--- src/rtl/instr_mem_sync.sv ---
// Clocked instruction memory for the fetch stage: registered read port, run-time load
// port, and a post-reset sequencer that zeroes every word before fetches are served.
module instr_mem_sync #(
  parameter int ADDR_W   = 8,
  parameter int DATA_W   = 32,
  parameter int DEPTH    = 64,
  parameter int CLEAR_EN = 1
) (
  input  logic              clk,
  input  logic              reset,
  input  logic              fetch_req,
  input  logic [ADDR_W-1:0] fetch_addr,
  output logic [DATA_W-1:0] rd_data,
  output logic              rd_valid,
  output logic              rd_fault,
  input  logic              ld_en,
  input  logic [ADDR_W-1:0] ld_addr,
  input  logic [DATA_W-1:0] ld_data,
  output logic              ld_err,
  output logic              ready
);

  localparam int CNT_W = (DEPTH > 1) ? $clog2(DEPTH) : 1;
  localparam int IDX_W = ADDR_W - 2;
  // One spare bit so the range compare never degenerates when DEPTH fills the address space
  localparam logic [IDX_W:0]   DEPTH_X  = (IDX_W + 1)'(DEPTH);
  localparam logic [CNT_W-1:0] CNT_LAST = CNT_W'(DEPTH - 1);

  typedef enum logic {
    S_CLEAR = 1'b0,
    S_READY = 1'b1
  } state_t;

  localparam state_t S_INIT = (CLEAR_EN != 0) ? S_CLEAR : S_READY;

  state_t             r_state;
  state_t             w_state_nxt;
  logic [CNT_W-1:0]   r_clr_cnt;
  logic               w_cnt_inc;
  logic [DATA_W-1:0]  r_mem [DEPTH];

  logic               w_we;
  logic [CNT_W-1:0]   w_waddr;
  logic [DATA_W-1:0]  w_wdata;
  logic               w_fetch;
  logic               w_ld_bad;

  logic [IDX_W-1:0]   w_f_idx;
  logic [IDX_W-1:0]   w_l_idx;
  logic               w_f_ok;
  logic               w_l_ok;

  logic [DATA_W-1:0]  r_data_p1;
  logic               r_vld_p1;
  logic               r_fault_p1;
  logic               r_ld_err_p1;

  assign w_f_idx = fetch_addr[ADDR_W-1:2];
  assign w_l_idx = ld_addr[ADDR_W-1:2];
  assign w_f_ok  = (fetch_addr[1:0] == 2'b00) && ({1'b0, w_f_idx} < DEPTH_X);
  assign w_l_ok  = (ld_addr[1:0] == 2'b00) && ({1'b0, w_l_idx} < DEPTH_X);

  always_ff @(posedge clk) begin
    if (reset) r_state <= S_INIT;
    else       r_state <= w_state_nxt;
  end

  always_comb begin
    w_state_nxt = r_state;
    w_cnt_inc   = 1'b0;
    w_we        = 1'b0;
    w_waddr     = '0;
    w_wdata     = '0;
    w_fetch     = 1'b0;
    w_ld_bad    = 1'b0;
    if (!reset) begin
      case (r_state)
        S_CLEAR: begin
          w_we    = 1'b1;
          w_waddr = r_clr_cnt;
          if (r_clr_cnt == CNT_LAST) w_state_nxt = S_READY;
          else                       w_cnt_inc   = 1'b1;
        end
        S_READY: begin
          w_fetch = fetch_req;
          if (ld_en) begin
            if (w_l_ok) begin
              w_we    = 1'b1;
              w_waddr = w_l_idx[CNT_W-1:0];
              w_wdata = ld_data;
            end else begin
              w_ld_bad = 1'b1;
            end
          end
        end
        default: w_state_nxt = S_INIT;
      endcase
    end
  end

  // Single write port shared by the clear sequencer and the load port
  always_ff @(posedge clk) begin
    if (w_we) r_mem[w_waddr] <= w_wdata;
  end

  // p1: registered fetch result; the read samples the array before this edge's write lands
  always_ff @(posedge clk) begin
    if (reset) begin
      r_vld_p1    <= 1'b0;
      r_fault_p1  <= 1'b0;
      r_data_p1   <= '0;
      r_ld_err_p1 <= 1'b0;
      r_clr_cnt   <= '0;
    end else begin
      r_vld_p1    <= w_fetch;
      r_ld_err_p1 <= w_ld_bad;
      if (w_cnt_inc) r_clr_cnt <= r_clr_cnt + CNT_W'(1);
      if (w_fetch) begin
        r_fault_p1 <= !w_f_ok;
        r_data_p1  <= w_f_ok ? r_mem[w_f_idx[CNT_W-1:0]] : '0;
      end
    end
  end

  assign rd_data  = r_data_p1;
  assign rd_valid = r_vld_p1;
  assign rd_fault = r_fault_p1;
  assign ld_err   = r_ld_err_p1;
  assign ready    = (r_state == S_READY) && !reset;

endmodule
--- config.mk ---
export PLATFORM = sky130hd
export DESIGN_NAME = instr_mem_sync
export DESIGN_NICKNAME = d
export VERILOG_FILES = /design/src/rtl/instr_mem_sync.sv
export SDC_FILE = /design/constraint.sdc
export NUM_CORES = 2
export LEC_CHECK = 0
export CAP_MARGIN = 20
export CORE_MARGIN = 4
export CORE_UTILIZATION = 30
export DETAILED_ROUTE_END_ITERATION = 12
export HOLD_SLACK_MARGIN = 0.1
export SYNTH_ARGS = -nofsm -noshare
export SYNTH_HDL_FRONTEND = slang
export SYNTH_SLANG_ARGS = --single-unit
--- constraint.sdc ---
create_clock -name clk -period 7.65 [get_ports clk]
set_clock_uncertainty 0.15 [all_clocks]
set_input_delay 1.1475 -clock clk [delete_from_list [all_inputs] [get_ports clk]]
set_output_delay 1.1475 -clock clk [all_outputs]
set_load 0.01 [all_outputs]
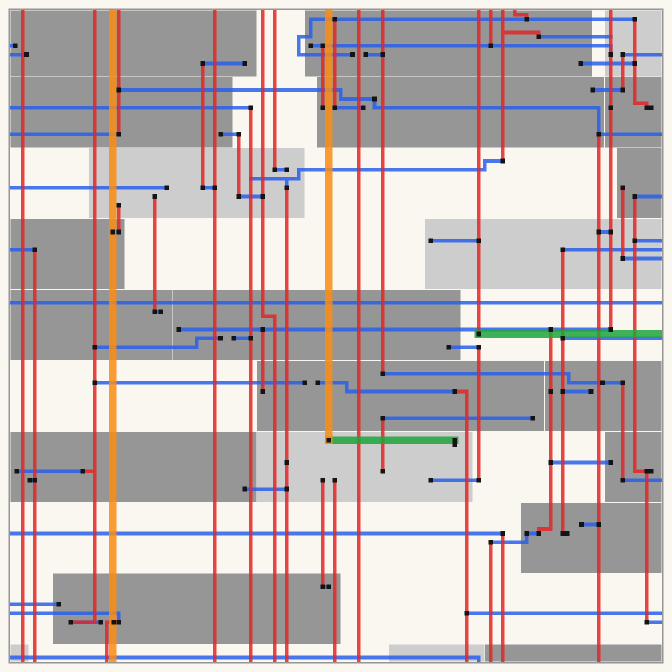
Figure 1: close-up of the layout.
Region (382, 119) to (407, 144) um. Cells in grey, sequential cells in the stronger grey; small squares are vias.
[metal 3] green
[metal 1] blue
[metal 4] orange
[metal 2] red
most frequent: edfxtp_1 (9), mux4_2 (2), clkbuf_16 (1)
cells with their middle in the window: 12
sequential cells in the window: 9
netlist names of flops here include: `r_mem` (9)

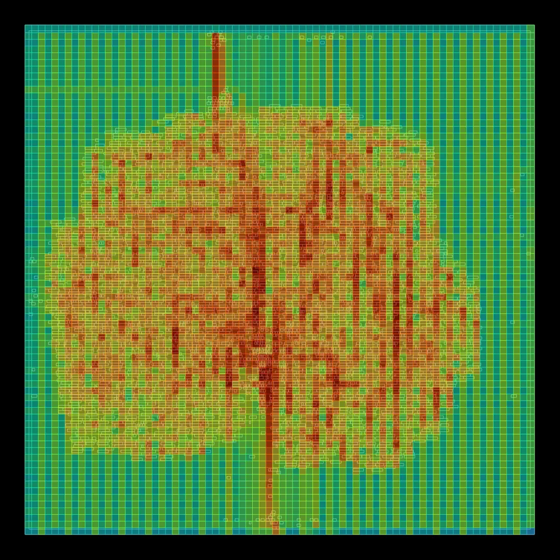
Figure 2: congestion heat map.
met1 Use GR: 0.2149
GRT busiest layer: met2
fin util: 0.3517
average routed wire per standard cell: 30.25 um

==> impl_metrics.ini <==
; implementation run metrics
[setup_path]
r2r_slack_ps = 3510
cpPeakStageDelay_ps = 870
critPathMaxFanout = 33
cp-start-kind = register

[synth]
synth-edff-count = 2048
ys_warn_count = 0
async_flop_share = 0
netlist_instances = 3631
syn_area_um2 = 80320
synth_cell_types = 62

[placement]
gp_congestion = 0.8692
dp_cells = 7191
placed_cell_area_um2 = 86670

[detailed_routing]
drt-total-wl_mm = 229.4

[hold_path]
hp-start = rd_data[4]

[timing]
worst_pin_slew_ps = 1235
finalSetupViolCount = 0

[finish]
synthToLayoutAreaGrowth_pct = 16.37

[clocking]
cts_tree = yes
clock.latency.late_pin_ps = 840
cts_htree_levels = 4
clkTransAtPathRegs_ps = 60

[floorplanning]
die_area_um2 = 276100
io_pins = 88

[run]
warnings = 27

[outcome]
outcome = completed
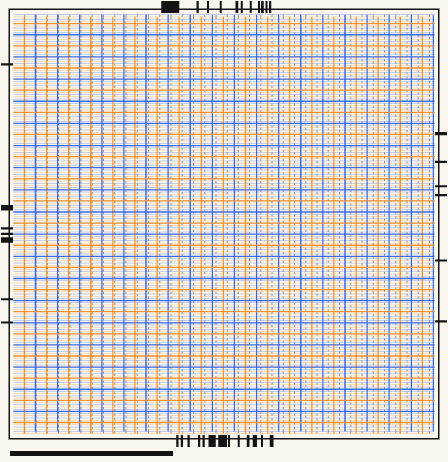
Figure 3: floorplan with the power grid.
Bar = 200 um. Pins as bars on the die edge. Tap cells in grey.
[VDD] blue
[VSS] orange
met4 straps: 38
tap cells: 3,533
met5 straps: 37
signal pins: 88
rows: 189
Peak VDD IR: 0.1897 mV
core area: 265,800 um^2
Die X: 525.4 um
die height: 525.4 um

==> registers in the layout, indices dropped and copies added (netlist names) <==
name,flops
r_mem,2048
rd_data,32
r_clr_cnt,6
ld_err,1
r_state,1
rd_fault,1
rd_valid,1
==> routing by layer <==
| layer | track usage | up-vias | share of wire |
|---|---|---|---|
| met5 | 0 | - | 0.000057 |
| li1 | - | 15900 | - |
| met2 | 0.2709 | 1958 | 0.50 |
| met3 | 0.03098 | 317 | 0.082 |
| met4 | 0.05116 | 2 | 0.033 |
| met1 | 0.2149 | 21480 | 0.39 |
==> stage by stage <==
stage / util / power [mW] / hold WS (ps)
floorplan: - / 13.10 / 333.8
global placement: 0.3243 / 13.39 / 328.4
detailed placement: 0.3261 / 13.39 / 337.6
CTS: 0.3512 / 23.32 / 368.4
global route: 0.3516 / 23.85 / 388.6
finish: 0.3517 / 23.18 / 370.9
==> final timing paths <==
check / end
worst min-delay path: rd_data[4]
worst min register to register: rd_data[4]
worst max-delay path: ready
worst max register to register: rd_data[11]
==> cell families after synthesis <==
| kind of cell | Yosys count | share of synthesized area |
|---|---|---|
| DFF | 2090 | 0.7761 |
| muxes | 666 | 0.1636 |
| and+or+nand+nor | 411 | 0.02410 |
| AOI/OAI and AO/OA | 253 | 0.02248 |
| buffers and inverters | 205 | 0.01307 |
| xor gates and xnor gates | 5 | 0.0005452 |
| adders and majority gates | 1 | 0.0001557 |
==> cells in the mapped netlist, types with 5 or more instances <==
cell | count | area share
edfxtp_1 | 2048 | 0.77
mux4_2 | 515 | 0.14
nand2_1 | 136 | 0.0064
mux2i_1 | 129 | 0.016
nor2_1 | 107 | 0.0050
clkbuf_1 | 69 | 0.0032
buf_2 | 62 | 0.0039
buf_4 | 46 | 0.0043
dfxtp_1 | 42 | 0.010
and3_1 | 41 | 0.0032
o22ai_1 | 40 | 0.0031
a21oi_1 | 35 | 0.0022
a22oi_1 | 34 | 0.0032
nand3_1 | 34 | 0.0021
mux2_2 | 22 | 0.0031
nor2b_1 | 22 | 0.0017
o21ai_0 | 22 | 0.0014
a211oi_1 | 18 | 0.0017
buf_1 | 15 | 0.00070
nor3_1 | 15 | 0.00093
nand2b_1 | 12 | 0.00093
o211ai_1 | 12 | 0.0011
a221oi_1 | 11 | 0.0012
a31oi_1 | 11 | 0.00086
nand4_1 | 9 | 0.00070
o32ai_1 | 9 | 0.00098
inv_1 | 8 | 0.00037
a32o_1 | 7 | 0.00087
a211o_1 | 6 | 0.00065
a221o_1 | 6 | 0.00075
a32oi_1 | 6 | 0.00065
o221ai_1 | 6 | 0.00065
or2_2 | 6 | 0.00047
a2111oi_0 | 5 | 0.00055
a31o_2 | 5 | 0.00055
nand3b_1 | 5 | 0.00047
nor4_1 | 5 | 0.00039
==> layout make-up <==
cell class	count	area, um^2	share of cell area
sequential	2090	62340	0.6669
clock inverter	126	1324	0.01416
timing repair buffer	229	2440	0.02610
inverter	9	35.03	0.0003748
clock buffer	253	5350	0.05724
antenna	8	20.02	0.0002142
tap	3533	4420	0.04729
multi-input combinational	1336	17550	0.1877
Power figures rest on the tool's default switching activity, not on a simulated workload.
